File: config.mk
export PLATFORM = sky130hd
export DESIGN_NAME = mtr_drv
export DESIGN_NICKNAME = d
export VERILOG_FILES = /design/src/rtl/mtr_drv_pkg.sv /design/src/rtl/pwm_nonoverlap.sv /design/src/rtl/mtr_drv.sv
export SDC_FILE = /design/constraint.sdc
export NUM_CORES = 1
export LEC_CHECK = 0
export CORE_MARGIN = 2
export CORE_UTILIZATION = 60
export CTS_CLUSTER_DIAMETER = 50
export CTS_CLUSTER_SIZE = 12
export DETAILED_ROUTE_END_ITERATION = 16
export MAX_ROUTING_LAYER = met4
export PLACE_DENSITY = 0.92
export SYNTH_ARGS = -nofsm -noshare
export SYNTH_HDL_FRONTEND = slang
export SYNTH_SLANG_ARGS = --single-unit
export TNS_END_PERCENT = 30
File: constraint.sdc
create_clock -name clk -period 4.25 [get_ports clk]
set_input_delay 0.85 -clock clk [delete_from_list [all_inputs] [get_ports clk]]
set_output_delay 0.85 -clock clk [all_outputs]
set_load 0.05 [all_outputs]
File: src/rtl/mtr_drv_pkg.sv
// Shared types and constants for the motor PWM driver.
// Overcurrent protection is built only with MTR_DRV_OVR_PROT_EN.
package mtr_drv_pkg;

  localparam int CW             = 11;
  localparam int NONOVERLAP_DEF = 32;
  localparam int BLANK_DEF      = 128;
  localparam int OVR_LIMIT_DEF  = 4;

  localparam logic [CW-1:0] CNT_MAX  = '1;
  localparam logic [CW-1:0] DUTY_MID = 11'h400;

  typedef enum logic {
    RUN,
    SHTDWN
  } ovr_state_e;

endpackage

File: src/rtl/pwm_nonoverlap.sv
// Dead-time insertion for one half-bridge.
// Both gates stay low for NONOVERLAP clocks after any raw edge.
module pwm_nonoverlap
  import mtr_drv_pkg::*;
#(
  parameter int NONOVERLAP = NONOVERLAP_DEF
) (
  input  logic clk,
  input  logic rst_n,
  input  logic raw_i,
  input  logic force_low_i,
  output logic pwm1_o,
  output logic pwm2_o
);

  localparam int DW = 6;

  logic [DW-1:0] dt_q, dt_d;
  logic          prev_q;
  logic          pwm1_q, pwm1_d;
  logic          pwm2_q, pwm2_d;

  // Any raw edge, even mid dead-time, restarts the wait.
  always_comb begin
    dt_d = dt_q;
    if (raw_i != prev_q) begin
      dt_d = DW'(NONOVERLAP);
    end else if (dt_q != '0) begin
      dt_d = dt_q - 1'b1;
    end
    pwm1_d = !force_low_i && (dt_d == '0) && raw_i;
    pwm2_d = !force_low_i && (dt_d == '0) && !raw_i;
  end

  always_ff @(posedge clk or negedge rst_n) begin
    if (!rst_n) begin
      dt_q   <= DW'(NONOVERLAP);
      prev_q <= 1'b0;
      pwm1_q <= 1'b0;
      pwm2_q <= 1'b0;
    end else begin
      dt_q   <= dt_d;
      prev_q <= raw_i;
      pwm1_q <= pwm1_d;
      pwm2_q <= pwm2_d;
    end
  end

  assign pwm1_o = pwm1_q;
  assign pwm2_o = pwm2_q;

endmodule

File: src/rtl/mtr_drv.sv
// Two-side motor PWM driver with dead-time and period sync.
// MTR_DRV_OVR_PROT_EN adds the latched overcurrent shutdown.
module mtr_drv
  import mtr_drv_pkg::*;
#(
  parameter int NONOVERLAP = NONOVERLAP_DEF,
  parameter int BLANK      = BLANK_DEF,
  parameter int OVR_LIMIT  = OVR_LIMIT_DEF
) (
  input  logic        clk,
  input  logic        rst_n,
  input  logic [11:0] lft_spd,
  input  logic [11:0] rght_spd,
  input  logic        OVR_I_lft,
  input  logic        OVR_I_rght,
  output logic        PWM1_lft,
  output logic        PWM2_lft,
  output logic        PWM1_rght,
  output logic        PWM2_rght,
  output logic        PWM_synch,
  output logic        OVR_I_shtdwn
);

  logic [CW-1:0] cnt_q, cnt_d;
  logic [CW-1:0] duty_l, duty_r;
  logic [CW-1:0] shd_l_q, shd_l_d;
  logic [CW-1:0] shd_r_q, shd_r_d;
  logic          raw_l_q, raw_l_d;
  logic          raw_r_q, raw_r_d;
  logic          synch_q, synch_d;
  logic          force_low;
  logic          unused_lsb;

  // Signed speed mapped to unsigned duty centred on 0x400.
  assign duty_l     = {~lft_spd[11], lft_spd[10:1]};
  assign duty_r     = {~rght_spd[11], rght_spd[10:1]};
  assign unused_lsb = lft_spd[0] ^ rght_spd[0];

  always_comb begin
    cnt_d   = cnt_q + 1'b1;
    synch_d = (cnt_q == CNT_MAX);
    shd_l_d = shd_l_q;
    shd_r_d = shd_r_q;
    if (cnt_q == CNT_MAX) begin
      shd_l_d = duty_l;
      shd_r_d = duty_r;
    end
    raw_l_d = (cnt_q < shd_l_q);
    raw_r_d = (cnt_q < shd_r_q);
  end

  always_ff @(posedge clk or negedge rst_n) begin
    if (!rst_n) begin
      cnt_q   <= '0;
      synch_q <= 1'b0;
      shd_l_q <= DUTY_MID;
      shd_r_q <= DUTY_MID;
      raw_l_q <= 1'b0;
      raw_r_q <= 1'b0;
    end else begin
      cnt_q   <= cnt_d;
      synch_q <= synch_d;
      shd_l_q <= shd_l_d;
      shd_r_q <= shd_r_d;
      raw_l_q <= raw_l_d;
      raw_r_q <= raw_r_d;
    end
  end

  assign PWM_synch = synch_q;

`ifdef MTR_DRV_OVR_PROT_EN
  localparam int FW = $clog2(OVR_LIMIT + 1);

  ovr_state_e    state_q, state_d;
  logic          flag_q, flag_d;
  logic          hit, flag_c;
  logic [FW-1:0] fcnt_q, fcnt_d, fcnt_inc;

  always_comb begin
    state_d  = state_q;
    flag_d   = flag_q;
    fcnt_d   = fcnt_q;
    fcnt_inc = fcnt_q + 1'b1;
    hit      = (OVR_I_lft | OVR_I_rght) && (cnt_q >= CW'(BLANK));
    flag_c   = flag_q | hit;
    unique case (state_q)
      RUN: begin
        if (cnt_q == CNT_MAX) begin
          flag_d = 1'b0;
          fcnt_d = flag_c ? fcnt_inc : '0;
          if (flag_c && (fcnt_inc == FW'(OVR_LIMIT))) begin
            state_d = SHTDWN;
          end
        end else begin
          flag_d = flag_c;
        end
      end
      SHTDWN: state_d = SHTDWN;
    endcase
  end

  always_ff @(posedge clk or negedge rst_n) begin
    if (!rst_n) begin
      state_q <= RUN;
      flag_q  <= 1'b0;
      fcnt_q  <= '0;
    end else begin
      state_q <= state_d;
      flag_q  <= flag_d;
      fcnt_q  <= fcnt_d;
    end
  end

  // Gates drop on the same edge the shutdown state is entered.
  assign force_low    = (state_d == SHTDWN);
  assign OVR_I_shtdwn = (state_q == SHTDWN);
`else
  localparam int unused_cfg = BLANK + OVR_LIMIT;
  logic unused_ovr;

  assign unused_ovr   = OVR_I_lft ^ OVR_I_rght;
  assign force_low    = 1'b0;
  assign OVR_I_shtdwn = 1'b0;
`endif

  pwm_nonoverlap #(
    .NONOVERLAP (NONOVERLAP)
  ) u_lft (
    .clk         (clk),
    .rst_n       (rst_n),
    .raw_i       (raw_l_q),
    .force_low_i (force_low),
    .pwm1_o      (PWM1_lft),
    .pwm2_o      (PWM2_lft)
  );

  pwm_nonoverlap #(
    .NONOVERLAP (NONOVERLAP)
  ) u_rght (
    .clk         (clk),
    .rst_n       (rst_n),
    .raw_i       (raw_r_q),
    .force_low_i (force_low),
    .pwm1_o      (PWM1_rght),
    .pwm2_o      (PWM2_rght)
  );

endmodule

==> out/metrics.csv <==
metric,value,unit
ratio of cells with drive above 1 in the final layout,0.1345,
Fmax achieved,0.4318,GHz
status,completed,
Final WS setup,1934,ps
asr flop ratio synth,1.000,
site row count,24,
syn_nets,310,
setup TNS,0,ps
Post-CTS Hold Fix Bufs,0,
critical path depth in cells,1,
total congestion overflow,0,
"Hold Violations, Final",0,
gpl congestion,0.8168,
Worst-path clk slew,90,ps
Rel. slew slack,0.5680,
most used flip-flop cell,dfrtp_1,
# resized after CTS,0,
slowest stage cell on the critical path,clkdlybuf4s50_1,
sequential area share after synthesis,0.4807,
# Cells Yosys,257,
CTS tree,yes,
stage-log warning count,32,
Vias/cell,5.596,
crit-path max FO,1,
Final Max Slew Viols,0,
[where the power goes]
part / internal [µW] / switching (µW) / leakage, µW / total (µW)
logic: 37.3 / 26.8 / 0.000996 / 64.0
clock network: 236 / 165 / 0.0000683 / 401
registers: 523 / 5.31 / 0.000648 / 529
total: 796 / 197 / 0.00171 / 994
[final cells by class]
cell class                      instances  area, µm²
Fill cell                             297       1171
Timing Repair Buffer                   29      282.8
Sequential cell                        54       1356
Clock buffer                            5      68.82
Inverter                               27      101.3
Multi-Input combinational cell        172       1330
Clock inverter                          3      68.82
Tap cell                               52      65.06
[registers in the layout, summed over array words and instances (netlist names)]
signal / flops
cnt_q: 11
shd_l_q: 11
shd_r_q: 11
u_lft.dt_q: 6
u_rght.dt_q: 6
PWM_synch: 1
raw_l_q: 1
raw_r_q: 1
u_lft.prev_q: 1
u_lft.pwm1_o: 1
u_lft.pwm2_o: 1
u_rght.prev_q: 1
u_rght.pwm1_o: 1
u_rght.pwm2_o: 1
[cell families (layout without fill, tap and decap cells)]
group	after synthesis	after routing	synth area share
other	1	1	0.001329
AOI/OAI and AO/OA	31	31	0.06696
buffers and inverters	31	64	0.04789
xor gates and xnor gates	21	21	0.06519
DFF	54	54	0.4807
and+or+nand+nor	74	74	0.1259
muxes	20	20	0.1011
adders and majority gates	25	25	0.1109
[path summary, 6_finish.rpt]
check	from	endpoint	slack, ps
max	PWM_synch	PWM_synch	1930
min	raw_l_q	u_lft.prev_q	460
max reg2reg	cnt_q[0]	shd_l_q[9]	2230
min reg2reg	raw_l_q	u_lft.prev_q	460
max in group asynchronous	rst_n	shd_r_q[1]	3170
min in group asynchronous	rst_n	cnt_q[7]	660
[cell usage in the layout (no fill, tap or decap), types with 10 or more instances in the layout]
cell,synthesis,layout
mux2_4,16,16
xnor2_1,11,11
inv_1,27,27
nor2_1,25,25
dfrtp_1,50,50
a21oi_1,12,12
nand2_1,20,20
ha_1,25,25
clkdlybuf4s50_1,0,27
xor2_1,10,10
[stage by stage]
| step | instances | area (µm²) | util |
|---|---|---|---|
| finish | 342 | 3273 | 0.7365 |
| global route | 342 | 3273 | 0.7365 |
| CTS | 342 | 3273 | 0.7365 |
| detailed placement | 334 | 3136 | 0.7055 |
| global placement | 334 | 3136 | 0.7055 |
| floorplan | 257 | 2821 | - |
[metal layers]
metal / routed length (µm) / GRT usage
met3: 159 / 0.04834
met2: 2553 / 0.3768
met4: 101 / 0.08230
met5: 0 / -
met1: 1943 / 0.2295
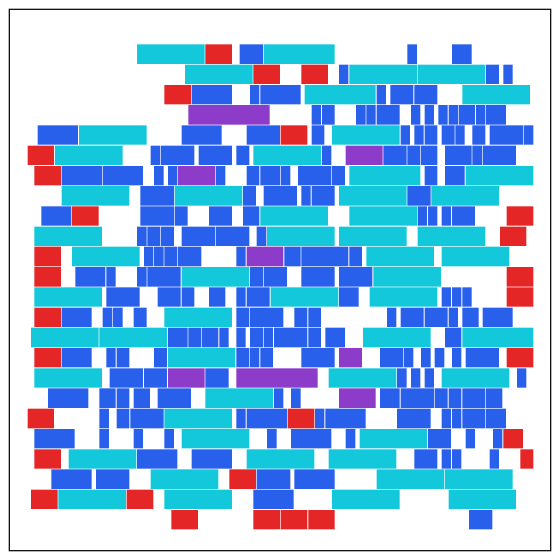
**Above:** cell classes on the final placement.
Key: red = remaining buffers and delay cells [cells 29, share of their area 8.8%]; purple = clock drivers and dummy loads [cells 8, share of their area 4.3%]; blue = combinational and other logic [cells 199, share of their area 45%]; cyan = sequential cells [cells 54, share of their area 42%]
cell area after layout: 3273 µm²
Core ar.: 4444 µm²

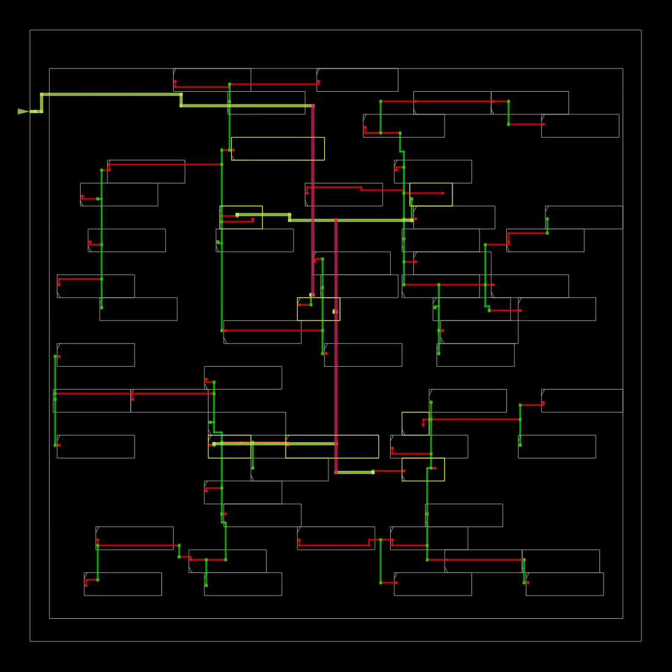
**Above:** clock nets.
Final Skew: 6.447 ps
Seq Cell Count: 54

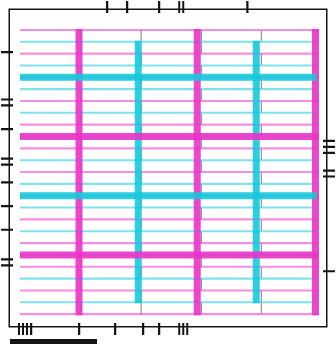
**Above:** supply network.
Scale bar: 20 µm. Pins as bars on the die edge. Tap cells in grey.
Key: magenta = VSS; cyan = VDD
34 signal pins sit on the boundary. 4 straps on met5. 25 met1 rails follow the rows.
Chip Width: 72.58 µm
Peak VDD IR: 0.0002364 V

No activity file was given, so power comes from the tool's default toggle rates.
